[src/rtl/issue_rat_freelist.sv]
// Free list of physical registers for the 64-entry RAT: a circular FIFO that hands out free PRFs
// at rename and takes PRFs back from commit-time release and from checkpoint abandonment.
module issue_rat_freelist #(
    parameter int PRF_WIDTH = 6,
    parameter int FGR_WIDTH = 3,
    parameter int PTR_WIDTH = 5
) (
    input  logic                 clk,
    input  logic                 reset,
    input  logic                 i_alloc_valid,
    input  logic [FGR_WIDTH-1:0] i_alloc_fgr,
    output logic                 o_alloc_ready,
    output logic [PRF_WIDTH-1:0] o_alloc_prf,
    output logic                 o_acquired_valid,
    input  logic                 i_acquired_ready,
    output logic [FGR_WIDTH-1:0] o_acquired_fgr,
    output logic [PRF_WIDTH-1:0] o_acquired_prf,
    input  logic                 i_abandoned_valid,
    output logic                 o_abandoned_ready,
    input  logic [PRF_WIDTH-1:0] i_abandoned_prf,
    input  logic                 i_release_valid,
    input  logic [PRF_WIDTH-1:0] i_release_prf,
    output logic [PTR_WIDTH:0]   o_free_count,
    output logic                 o_overflow
);
    localparam int DEPTH      = 2 ** PTR_WIDTH;
    localparam int ARCH_COUNT = 2 ** PRF_WIDTH - DEPTH;

    logic [PRF_WIDTH-1:0] entry_reg [DEPTH];
    logic [PTR_WIDTH-1:0] rptr_reg, rptr_next;
    logic [PTR_WIDTH-1:0] wptr_reg, wptr_next;
    logic [PTR_WIDTH-1:0] abd_addr;
    logic [PTR_WIDTH:0]   count_reg, count_next;
    logic                 overflow_reg, overflow_next;

    logic empty, full, pop, push_rel, push_abd, rel_drop;
    logic [DEPTH-1:0] rel_we, abd_we;

    assign empty = (count_reg == '0);
    assign full  = (count_reg == (PTR_WIDTH+1)'(DEPTH));

    assign o_acquired_valid = i_alloc_valid & ~empty;
    assign o_alloc_ready    = i_alloc_valid & ~empty & i_acquired_ready;
    assign pop              = o_alloc_ready;
    assign o_alloc_prf      = empty ? '0 : entry_reg[rptr_reg];
    assign o_acquired_prf   = o_alloc_prf;
    assign o_acquired_fgr   = i_alloc_fgr;

    // Abandoned returns are throttled on the registered count alone, leaving room for a release.
    assign o_abandoned_ready = ({1'b0, count_reg} + (PTR_WIDTH+2)'(i_release_valid))
                               < (PTR_WIDTH+2)'(DEPTH);

    // A release into a full list still fits when the head slot is popped in the same cycle.
    assign push_rel = i_release_valid & (~full | pop);
    assign rel_drop = i_release_valid & full & ~pop;
    assign push_abd = i_abandoned_valid & o_abandoned_ready;
    assign abd_addr = wptr_reg + PTR_WIDTH'(push_rel);

    generate
        for (genvar gi = 0; gi < DEPTH; gi++) begin : g_we
            assign rel_we[gi] = push_rel && (wptr_reg == PTR_WIDTH'(gi));
            assign abd_we[gi] = push_abd && (abd_addr == PTR_WIDTH'(gi));
        end
    endgenerate

    always_comb begin
        rptr_next     = rptr_reg + PTR_WIDTH'(pop);
        wptr_next     = wptr_reg + PTR_WIDTH'(push_rel) + PTR_WIDTH'(push_abd);
        count_next    = count_reg + (PTR_WIDTH+1)'(push_rel) + (PTR_WIDTH+1)'(push_abd)
                        - (PTR_WIDTH+1)'(pop);
        overflow_next = overflow_reg | rel_drop;
    end

    always_ff @(posedge clk) begin
        if (reset) begin
            for (int k = 0; k < DEPTH; k++) begin
                entry_reg[k] <= PRF_WIDTH'(ARCH_COUNT + k);
            end
            rptr_reg     <= '0;
            wptr_reg     <= '0;
            count_reg    <= (PTR_WIDTH+1)'(DEPTH);
            overflow_reg <= 1'b0;
        end else begin
            for (int k = 0; k < DEPTH; k++) begin
                if (rel_we[k]) begin
                    entry_reg[k] <= i_release_prf;
                end else if (abd_we[k]) begin
                    entry_reg[k] <= i_abandoned_prf;
                end
            end
            rptr_reg     <= rptr_next;
            wptr_reg     <= wptr_next;
            count_reg    <= count_next;
            overflow_reg <= overflow_next;
        end
    end

    assign o_free_count = count_reg;
    assign o_overflow   = overflow_reg;
endmodule

[config.mk]
export PLATFORM = sky130hd
export DESIGN_NAME = issue_rat_freelist
export DESIGN_NICKNAME = d
export VERILOG_FILES = /design/src/rtl/issue_rat_freelist.sv
export SDC_FILE = /design/constraint.sdc
export NUM_CORES = 1
export LEC_CHECK = 0
export CAP_MARGIN = 20
export CELL_PAD_IN_SITES_DETAIL_PLACEMENT = 0
export CELL_PAD_IN_SITES_GLOBAL_PLACEMENT = 1
export CORE_UTILIZATION = 51
export DETAILED_ROUTE_END_ITERATION = 10
export PLACE_DENSITY = 0.88
export SLEW_MARGIN = 20
export SYNTH_ARGS = -nofsm -noshare
export SYNTH_HDL_FRONTEND = slang
export SYNTH_SLANG_ARGS = --single-unit
[constraint.sdc]
create_clock -name clk -period 5.1 [get_ports clk]
set_clock_uncertainty 0.15 [all_clocks]
set_input_delay 1.02 -clock clk [delete_from_list [all_inputs] [get_ports clk]]
set_output_delay 1.02 -clock clk [all_outputs]
set_load 0.005 [all_outputs]
Figure 1. Wiring by layer (run 1).
Scale: 3 px per µm.
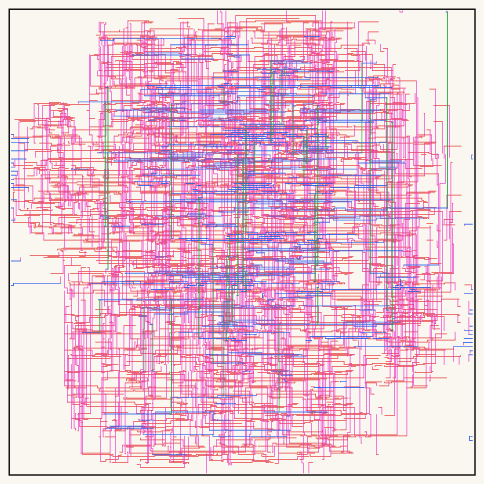
red -> M1  # wire length 14500 µm
magenta -> M2  # wire length 15900 µm
blue -> M3  # wire length 3910 µm
green -> M4  # wire length 1100 µm

Figure 2. Local utilization (run 1).
Scale: 2 px per µm. 15 x 15 tiles, from white (low) to dark blue (high), 0 to 100% covered.
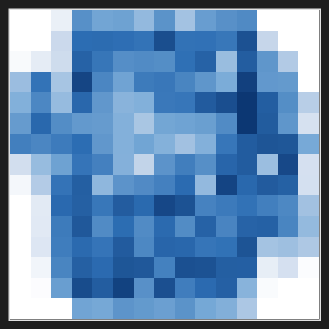
nearly empty tiles = 12%
tiles over 75% full = 27%
densest ninth of the die = bottom middle
fullest tile = 97%
mean over tiles = 54%
initial core utilization: 52.2%
post-route core utilization: 58.4%
area inside the core boundary: 22800 µm²

Figure 3. Clock routing (run 1).
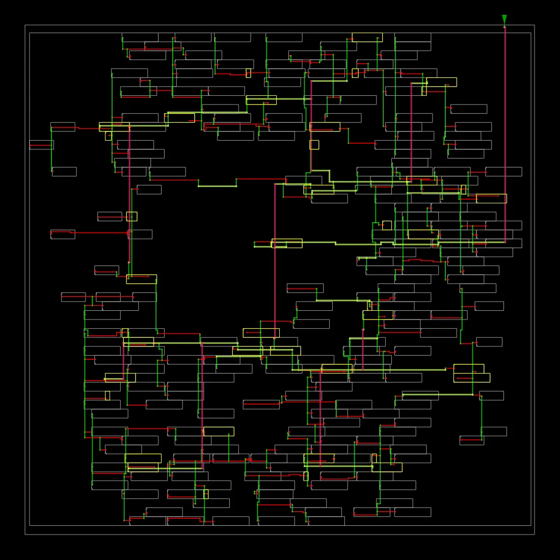
flip-flops: 209
clkbuf count: 26
clock sink total: 209
total clock buffers created by CTS: 23

==> Flow_metrics.wiki, run 1 <==
== Metrics ==
{| class="wikitable"
! Metric !! Value
|-
| Result of the run || complete, no violations
|-
| Number of cells on the worst hold path || 2
|-
| Peak Freq || about 230 MHz
|-
| Std cell rows || between 50 and 60
|-
| Post-detailed-route via-to-cell ratio || slightly below 7
|-
| Family with the most delay on the worst path || multiplexers
|-
| Vias in the first global route || 8415
|-
| Reg-to-reg setup timing slack || between 800 and 900 ps
|-
| End point of the worst hold path || o_overflow$_SDFF_PP0_
|-
| Slowest cell on the critical path || dfxtp_4
|-
| Final critical-path share of the clock period || 86.0%
|-
| Yosys cell count || 985
|-
| VDD IR-drop max || 0.220 mV
|-
| Worst max-slew margin expressed relative to the limit || about 27%
|-
| Maximum root-to-sink buffer count || 3
|-
| Half-perimeter wire length after placement || 24800 µm
|-
| Largest net degree at the start of global routing || 62
|-
| Area of all placed cells without fillers || 13300 µm²
|-
| Mapped Avg Cell Area || approximately 12 µm²
|-
| Post-DP Area || 12600 µm²
|-
| Final setup vio count || 0
|-
| Final count of pins violating max slew || 0
|-
| Number of enable flip-flop cells || 192
|-
| Synthesis-to-finish area growth || 11.8%
|-
| Remaining antenna violation count after routing || 0
|-
| Min Hold Slack || 333 ps
|-
| Post-DR wirelength/cell || 26.7 µm
|-
| Routability Congestion || 0.922
|-
| Gates resized, CTS repair || 0
|-
| Crit path buf inv count || 2
|-
| Sequential-to-total area share from yosys stat || ~51%
|-
| Wirelength, routed || around 35000 µm
|-
| Number of H-tree branching levels || 1
|-
| Warnings from Yosys || 0
|-
| 1st-pass router iterations || 6
|-
| Number of buffers inserted for hold repair after clock tree synthesis || 0
|-
| Startpoint kind of the worst setup timing path || flop
|-
| Global-route usage over all layers || 30.2%
|-
| Most used DFF post-synth || edfxtp_1
|-
| Largest stage delay on the critical path || slightly below 700 ps
|-
| DR vias || around 9000
|-
| Startpoint of the worst register-to-register path || o_free_count[5]$_SDFF_PP1_
|-
| Floorplan die area || roughly 24000 µm²
|-
| Antenna Diode Count || 0
|-
| Iteration-0 DRC Markers || around 1500
|-
| Register bit total from synthesis || 209
|-
| Combined area of all synthesized cells || 11900 µm²
|-
| Number of hold violations in the final report || 0
|-
| Wire length of the first global-routing pass || roughly 53000 µm
|-
| Power density relative to cell area || 378 nW/µm²
|-
| Most instantiated logic cell after routing || edfxtp_1
|-
| Number of top-level design ports || 46
|-
| Minimum setup slack in the final design || 713 ps
|-
| CP Data Required Time || 3930 ps
|}
run 1: worst max-delay path by stage:
stage,from,endpoint,slack [ps],depth (start not counted)
after global routing,o_free_count[5]$_SDFF_PP1_,entry_reg[23][5]$_SDFFCE_PP1P_,520,13
after detailed placement,i_alloc_valid,entry_reg[27][5]$_SDFFCE_PP1P_,270,12
after CTS,rptr_reg[2]$_SDFF_PP0_,o_alloc_prf[3],710,6
final,rptr_reg[0]$_SDFF_PP0_,o_alloc_prf[4],710,7
after global placement,i_alloc_valid,entry_reg[27][5]$_SDFFCE_PP1P_,410,12
after floorplan,i_acquired_ready,entry_reg[13][0]$_SDFFCE_PN1P_,1150,12
run 1: logic make-up (layout without fill, tap and decap cells):
family | Yosys count | count (layout) | synth area share (%)
buf+inv | 106 | 131 | 3.91
xor+xnor | 12 | 12 | 0.884
mux | 141 | 141 | 16.9
compound gates | 192 | 192 | 11.7
flops | 209 | 209 | 51.3
fa+ha+maj | 19 | 19 | 2.12
simple gates | 306 | 306 | 13.2
run 1: cell type report:
type                            instances  area, µm²  share of cell area [%]
Inverter                               19       71.3                   0.536
Clock inverter                         14        148                    1.11
Sequential cell                       209       6110                    46.0
Timing Repair Buffer                   72        658                    4.95
Multi-Input combinational cell        670       5330                    40.1
Clock buffer                           26        587                    4.41
Tap cell                              313        392                    2.94
run 1: power breakdown:
group	total, mW	internal (mW)	switching (mW)
Sequential	2.15	2.02	0.131
Clock	1.67	0.977	0.696
Combinational	1.21	0.523	0.691
run 1: synthesized netlist by cell type, drive strengths merged, types with 5 or more instances:
| library cell | count | area [µm²] |
|---|---|---|
| a22oi | 16 | 120 |
| ha | 17 | 213 |
| a2bb2oi | 10 | 87.6 |
| mux4 | 48 | 1080 |
| nor2b | 19 | 119 |
| inv | 15 | 56.3 |
| nor3 | 21 | 116 |
| clkbuf | 58 | 218 |
| nand3 | 50 | 250 |
| nand4 | 8 | 56.3 |
| and2 | 5 | 31.3 |
| nand2b | 10 | 62.6 |
| nand2 | 79 | 297 |
| xor2 | 6 | 52.6 |
| a31oi | 15 | 93.8 |
| o21ai | 10 | 50.0 |
| o22ai | 32 | 200 |
| mux2i | 93 | 931 |
| a211oi | 5 | 37.5 |
| o211ai | 9 | 67.6 |
| a21oi | 29 | 145 |
| edfxtp | 192 | 5770 |
| and3 | 6 | 37.5 |
| buf | 29 | 176 |
| nor4 | 9 | 83.8 |
| a22o | 9 | 78.8 |
| xnor2 | 6 | 52.6 |
| or3 | 9 | 56.3 |
| dfxtp | 17 | 340 |
| o31a | 7 | 61.3 |
| nor2 | 65 | 244 |
| o22a | 23 | 201 |
run 1: per-layer routing:
layer	track usage, %	share of wire, %	wire [µm]
met1	44.3	41	14500
met2	46.1	45	15900
met3	5.04	11	3910
met4	9.19	3.1	1100
met5	0	0	0
run 1: tightest hold or removal path, cell delays in order (launching register included):
cell and delay, ps:
dfxtp_1 330, a21oi_1 40, nor2_1 80
run 1: through the flow:
stage | power [mW] | cells
after floorplan | 2.91 | 985
after global placement | 3.34 | 1283
after detailed placement | 3.37 | 1283
after CTS | 5.01 | 1323
after global routing | 5.20 | 1323
final | 5.03 | 1323
Figure 4. Sequential cells colored by netlist name (run 1).
Scale: 3 px per µm. Other sequential cells in the stronger gray, the rest of the logic in the fainter gray.
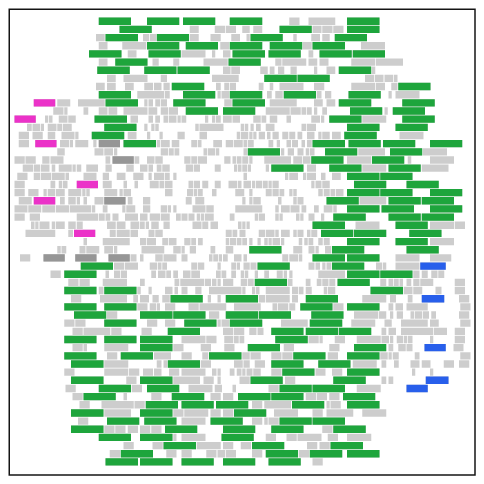

==> run 1 -> run 2 <==
--- a/config.mk
+++ b/config.mk
@@ -11,6 +11,7 @@
 export CORE_UTILIZATION = 51
 export DETAILED_ROUTE_END_ITERATION = 10
 export PLACE_DENSITY = 0.88
+export REMOVE_ABC_BUFFERS = 1
 export SLEW_MARGIN = 20
 export SYNTH_ARGS = -nofsm -noshare
 export SYNTH_HDL_FRONTEND = slang
Figure 5. Sequential cells colored by netlist name (run 2).
Scale: 3 px per µm. Other sequential cells in the stronger gray, the rest of the logic in the fainter gray.
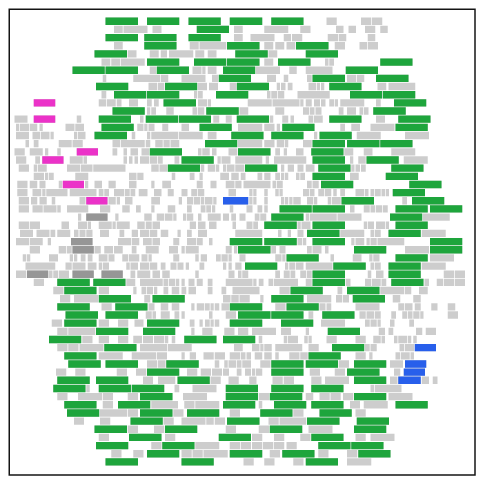
green -> entry_reg  # placed flops 192, where spread over the die
blue -> rptr_reg  # placed flops 5, where bottom right
magenta -> o_free_count  # placed flops 6

==> run 2 against run 1 <==
- hold slack lost 5.5 ps
- sequential power is essentially flat
- via count fell by 0.78%
- non-clock buffer count is 5 higher
- synthesized area is the same
- setup slack worse by 190 ps
- largest power group unchanged
- total power is 0.13% lower
- cell count increased by 0.30%
- first-iteration DRC count rose by 7.1%
- maximum frequency fell by 4.1%
- synthesized cell count unchanged
==> Flow_metrics.wiki, run 2 <==
== Metrics ==
{| class="wikitable"
! Metric !! Value
|-
| Result of the run || complete, no violations
|-
| Iteration-0 DRC Markers || 1609 (+7.1%)
|-
| Die extent in x || 155 µm
|-
| Antenna Diode Count || 0 (unchanged)
|-
| Number of H-tree branching levels || 1 (unchanged)
|-
| Sequential-to-total area share from yosys stat || 51.3% (unchanged)
|-
| Total clock buffers created by CTS || 22 (-4.3%)
|-
| Startpoint kind of the worst setup timing path || flop
|-
| WL met2 || 16300 µm (+2.8%)
|-
| Share of total power in sequential cells || 43.0% (+0.3 points)
|-
| Family with the most delay on the worst path || flip-flops
|-
| CP Data Required Time || 3930 ps (about the same)
|-
| Routability Congestion || 0.999 (+8.3%)
|-
| Vias in the first global route || 8601 (+2.2%)
|-
| Area inside the core boundary || 22800 µm² (unchanged)
|-
| Most frequent cells after synthesis || edfxtp_1, mux2i_1, nand2_1, nor2_1, clkbuf_1
|-
| Most used DFF post-synth || edfxtp_1
|-
| Number of top-level design ports || 46 (unchanged)
|-
| Number of hold violations in the final report || 0 (unchanged)
|-
| Power spent charging and discharging nets || 1.52 mW (+0.22%)
|-
| Crit path buf inv count || 2 (unchanged)
|-
| Combined area of all synthesized cells || 11900 µm² (unchanged)
|-
| Peak Freq || 219 MHz (-4.1%)
|-
| Final critical-path share of the clock period || 89.7% (+3.7 points)
|-
| Net switching share of the total power || 30.3% (+0.11 points)
|-
| Slowest cell on the critical path || dfxtp_4
|-
| Fraction of synthesized cell area taken by the top area cell type || 48.5% (unchanged)
|-
| Gates resized, CTS repair || 0 (unchanged)
|-
| Min cycle time layout || between 4000 and 5000 ps
|-
| Floorplan die area || 23900 µm² (unchanged)
|-
| Clock power frac || 33.0% (-0.2 points)
|-
| Initial core utilization || 52.2% (unchanged)
|-
| Mapped Avg Cell Area || 12.1 µm² (unchanged)
|-
| Post-DR wirelength/cell || 27.2 µm (+1.6%)
|-
| Synthesis-to-finish area growth || 12.0%
|-
| Biggest area contributors in the synthesized netlist || edfxtp_1, mux4_2, mux2i_1
|-
| Power density relative to cell area || 378 nW/µm² (-0.25%)
|-
| Wirelength, routed || 36100 µm (+1.9%)
|-
| Proportion of synthesized flip-flops having asynchronous set or reset || 0%
|-
| Number of buffers inserted for hold repair after clock tree synthesis || 0 (unchanged)
|-
| Uppermost routed layer || met4
|-
| Comb power frac || 24.0% (about the same)
|-
| Most instantiated logic cells after routing || edfxtp_1, mux2i_1, nand2_1
|-
| DR vias || 8941 (-0.78%)
|-
| Largest stage delay on the critical path || 990 ps (+300 ps)
|-
| Register bit total from synthesis || 209 (unchanged)
|-
| Wire length of the first global-routing pass || 53700 µm (+0.85%)
|-
| Clock sink total || 209 (unchanged)
|-
| Cell taking the most area after synthesis || edfxtp_1
|-
| Sum of routed wire segments on met1 || 13900 µm (-4.2%)
|-
| Maximum root-to-sink buffer count || 3 (unchanged)
|-
| Wire length on met3 || 4490 µm (+15%)
|-
| Final count of pins violating max slew || 0 (unchanged)
|-
| VDD IR-drop max || 0.253 mV (+15%)
|-
| Worst max-slew margin expressed relative to the limit || 20.7% (-6.4 points)
|-
| 1st-pass router iterations || 6 (unchanged)
|-
| Min Hold Slack || 328 ps (-5.51 ps)
|-
| Yosys cell count || 985 (unchanged)
|-
| Most instantiated logic cell after routing || edfxtp_1
|-
| Global-route usage over all layers || 30.3% (+0.18 points)
|-
| Number of enable flip-flop cells || 192 (unchanged)
|-
| Warnings from Yosys || 0 (unchanged)
|-
| Half-perimeter wire length after placement || 25200 µm (+1.3%)
|-
| Final setup vio count || 0 (unchanged)
|}
-- run 2: cell counts after synthesis --
No cell type changed its count.
-- run 2: kinds of logic (layout without fill, tap and decap cells) --
| kind of cell | count (synthesis) | count (layout) | share of synthesized area [%] |
|---|---|---|---|
| AND-OR/OR-AND | 192 | 192 | 11.7 |
| adder cells (fa/ha/maj) | 19 | 19 | 2.12 |
| XOR/XNOR | 12 | 12 | 0.884 |
| flip-flops | 209 | 209 | 51.3 |
| multiplexers | 141 | 141 | 16.9 |
| buffers and inverters | 106 | 135 | 3.91 |
| AND/OR/NAND/NOR | 306 | 306 | 13.2 |
-- run 2: layout make-up --
cell class	count	area, µm²
multi-input combinational	670	5330
sequential	209	6110
inverter	19	71.3
clock buffer	25	583
tap	313	392
timing repair buffer	77	671
clock inverter	14	155
fill	1841	9460
-- run 2: power groups by stage --
| stage | clock network [mW] | registers, mW | logic (mW) |
|---|---|---|---|
| after CTS | 1.65 | 2.16 | 1.18 |
| after global placement | 0 | 2.19 | 1.16 |
| after detailed placement | 0 | 2.20 | 1.17 |
| final | 1.66 | 2.16 | 1.21 |
| after global routing | 1.72 | 2.18 | 1.29 |
| after floorplan | 0 | 2.15 | 0.700 |
-- run 2: metrics by stage --
| step | power, mW | setup slack, ps | instances | utilization [%] | cell area (µm²) |
|---|---|---|---|---|---|
| 2_1_floorplan | 2.85 | 713 | 898 | - | 11500 |
| 3_3_place_gp | 3.35 | 409 | 1288 | 55.2 | 12600 |
| 3_5_place_dp | 3.37 | 233 | 1288 | 55.2 | 12600 |
| 4_1_cts | 5.00 | 527 | 1327 | 58.5 | 13300 |
| 5_1_grt | 5.18 | 346 | 1327 | 58.5 | 13300 |
| 6_report | 5.03 | 525 | 1327 | 58.5 | 13300 |
-- run 2: worst paths after layout --
kind                                                  from                              to  slack [ps]  cells past startpoint
worst max-delay path                rptr_reg[0]$_SDFF_PP0_                  o_alloc_prf[2]         530                      7
worst min-delay path                 o_overflow$_SDFF_PP0_           o_overflow$_SDFF_PP0_         330                      2
worst max register to register  o_free_count[5]$_SDFF_PP1_  entry_reg[27][5]$_SDFFCE_PP1P_         740                     13
worst min register to register       o_overflow$_SDFF_PP0_           o_overflow$_SDFF_PP0_         330                      2
-- run 2: tightest hold or removal path: stages, from the launching register on --
cell,delay (ps)
dfxtp_1,330
a21oi_1,40
nor2_1,70
-- run 2: routing by layer --
metal	vias up	GRT usage, %
met3	103	6.36
li1	3875	-
met2	635	47.5
met4	0	10.3
met5	-	0
met1	4328	42.2
Figure 6. Clock routing (run 2).
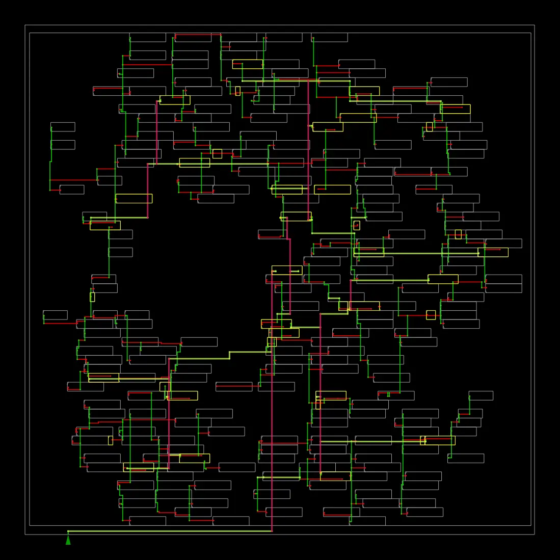

==> run 2 -> run 3 <==
--- a/config.mk
+++ b/config.mk
@@ -10,6 +10,7 @@
 export CELL_PAD_IN_SITES_GLOBAL_PLACEMENT = 1
 export CORE_UTILIZATION = 51
 export DETAILED_ROUTE_END_ITERATION = 10
+export GPL_TIMING_DRIVEN = 0
 export PLACE_DENSITY = 0.88
 export REMOVE_ABC_BUFFERS = 1
 export SLEW_MARGIN = 20
Figure 7. Clock routing (run 3).
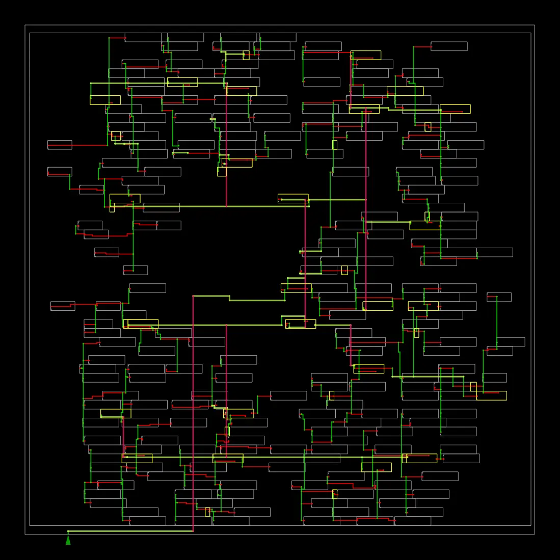
clock latency at the later pin of the worst-skew pair: 520 ps
power dissipated in the clock network: 1.55 mW

==> run 3 against run 2 <==
- clock-buffer cell count up 3
- first-iteration DRC count down 28%
- non-clock buffer count down 26
- critical endpoint is now entry_reg[25][0]$_SDFFCE_PP1P_
- highest routed layer unchanged
==> Flow_metrics.wiki, run 3 <==
== Metrics ==
{| class="wikitable"
! Metric !! Value
|-
| Number of buffers inserted for hold repair after clock tree synthesis || 0 (unchanged)
|-
| Filler-free cell count of the finished design || 1302 (-1.9%)
|-
| Iteration-0 DRC Markers || 1162 (-28%)
|-
| Crit path buf inv count || 2 (unchanged)
|-
| Final count of pins violating max slew || 0 (unchanged)
|-
| Startpoint of the worst register-to-register path || o_free_count[5]$_SDFF_PP1_
|-
| Most instantiated logic cell after routing || edfxtp_1
|-
| Synthesis-to-finish area growth || 10.6%
|-
| Combined area of all synthesized cells || 11900 µm² (unchanged)
|-
| Worst reg-to-reg path cell count || 13 (unchanged)
|-
| Hold path startpoint || o_overflow$_SDFF_PP0_
|-
| Total clock buffers created by CTS || 23 (+4.5%)
|-
| Mapped Avg Cell Area || 12.1 µm² (unchanged)
|-
| Warnings from Yosys || 0 (unchanged)
|-
| Net switching share of the total power || 30.8% (+0.55 points)
|-
| Global-route usage over all layers || 29.8% (-0.51 points)
|-
| Wirelength, routed || 35200 µm (-2.5%)
|-
| Setup WS pre-CTS || -728 ps (-961 ps)
|-
| Post-DP Area || 12400 µm² (-1.4%)
|-
| Comb power frac || 24.8% (+0.8 points)
|-
| Fraction of synthesized cell area taken by the top area cell type || 48.5% (unchanged)
|-
| Final setup vio count || 0 (unchanged)
|-
| Power spent charging and discharging nets || 1.52 mW (-0.41%)
|-
| Number of enable flip-flop cells || 192 (unchanged)
|-
| Floorplan die area || 23900 µm² (unchanged)
|-
| Cell taking the most area after synthesis || edfxtp_1
|-
| Vias in the first global route || 8731 (+1.5%)
|-
| Clock sink total || 209 (unchanged)
|-
| Result of the run || complete, no violations
|-
| Slowest cell on the critical path || or3_1
|-
| Post-route core utilization || 57.8% (-0.68 points)
|-
| Most frequent cells after synthesis || edfxtp_1, mux2i_1, nand2_1, nor2_1, clkbuf_1
|-
| Startpoint kind of the worst setup timing path || input port
|-
| Min cycle time layout || 4810 ps (+236 ps)
|-
| Number of hold violations in the final report || 0 (unchanged)
|-
| Clock power frac || 31.5% (-1.5 points)
|-
| Post-DR wirelength/cell || 27.0 µm (-0.65%)
|-
| Capture point of the worst reg-to-reg path || entry_reg[25][0]$_SDFFCE_PP1P_
|-
| Largest stage delay on the critical path || 700 ps (-290 ps)
|-
| End point of the worst hold path || o_overflow$_SDFF_PP0_
|-
| Number of cells on the critical path || 12 (+5)
|-
| Maximum root-to-sink buffer count || 3 (unchanged)
|-
| Register bit total from synthesis || 209 (unchanged)
|-
| 1st-pass router iterations || 6 (unchanged)
|-
| Number of H-tree branching levels || 1 (unchanged)
|-
| Half-perimeter wire length after placement || 24100 µm (-4.1%)
|-
| VDD IR-drop max || 0.268 mV (+5.9%)
|-
| Yosys cell count || 985 (unchanged)
|-
| Share of total power in sequential cells || 43.7% (+0.7 points)
|-
| Final critical-path share of the clock period || 94.3% (+4.6 points)
|}
==> run 3: worst max-delay path by stage <==
stage / from / to
3_3_place_gp: reset / entry_reg[1][2]$_SDFFCE_PN0P_
3_5_place_dp: i_alloc_valid / entry_reg[21][5]$_SDFFCE_PP1P_
6_report: i_acquired_ready / entry_reg[25][0]$_SDFFCE_PP1P_
5_1_grt: i_alloc_valid / entry_reg[25][5]$_SDFFCE_PP1P_
2_1_floorplan: rptr_reg[0]$_SDFF_PP0_ / o_acquired_prf[2]
4_1_cts: i_alloc_valid / entry_reg[25][4]$_SDFFCE_PP1P_
==> run 3: repair_timing <==
action | in CTS | in global routing
endpoints found under the hold margin | 0 | 0
gates resized | 2 | 6
pin swaps | 0 | 4
setup buffers | 0 | 6
endpoints found under the setup margin | 12 | 71
==> run 3: final cells by class <==
| cell class | instances | area, µm² | share of cell area, % |
|---|---|---|---|
| Inverter | 19 | 72.6 | 0.551 |
| Tap cell | 313 | 392 | 2.98 |
| Clock inverter | 12 | 83.8 | 0.637 |
| Timing Repair Buffer | 51 | 510 | 3.88 |
| Multi-Input combinational cell | 670 | 5390 | 41.0 |
| Sequential cell | 209 | 6110 | 46.5 |
| Clock buffer | 28 | 594 | 4.52 |
==> run 3: metal layers <==
metal / global-route usage, % / wire length [µm]
met1: 40.3 / 13600
met3: 6.16 / 3840
met4: 13.3 / 1690
met2: 46.7 / 16100
met5: 0 / 0
==> run 3: worst reg2reg max path, stage by stage, from the launching register on <==
cell	delay (ps)
dfxtp_1	570
inv_1	90
ha_1	220
nand3b_1	300
nand2_1	250
nand2_1	110
inv_1	80
ha_1	240
ha_2	330
nand3_1	230
xnor2_2	510
nand4_1	470
or3_1	700
mux2i_1	180
==> run 3: cells by family after synthesis <==
group / Yosys count / share of synthesized area, %
simple gates: 306 / 13.2
flops: 209 / 51.3
compound gates: 192 / 11.7
mux: 141 / 16.9
buf+inv: 106 / 3.91
fa+ha+maj: 19 / 2.12
xor+xnor: 12 / 0.884
==> run 3: metrics by stage <==
step / setup TNS (ps) / hold slack, ps
finish: 0 / 333
global route: 0 / 359
CTS: 0 / 330
detailed placement: -41610 / 308
global placement: -328120 / 314
floorplan: 0 / 310
==> run 3: power groups by stage <==
| stage | registers [mW] | clock network (mW) | logic, mW |
|---|---|---|---|
| 2_1_floorplan | 2.15 | 0 | 0.700 |
| 3_3_place_gp | 2.20 | 0 | 1.12 |
| 3_5_place_dp | 2.18 | 0 | 1.18 |
| 4_1_cts | 2.15 | 1.54 | 1.19 |
| 5_1_grt | 2.17 | 1.61 | 1.30 |
| 6_report | 2.15 | 1.55 | 1.22 |
Power figures rest on the tool's default switching activity, not on a simulated workload.
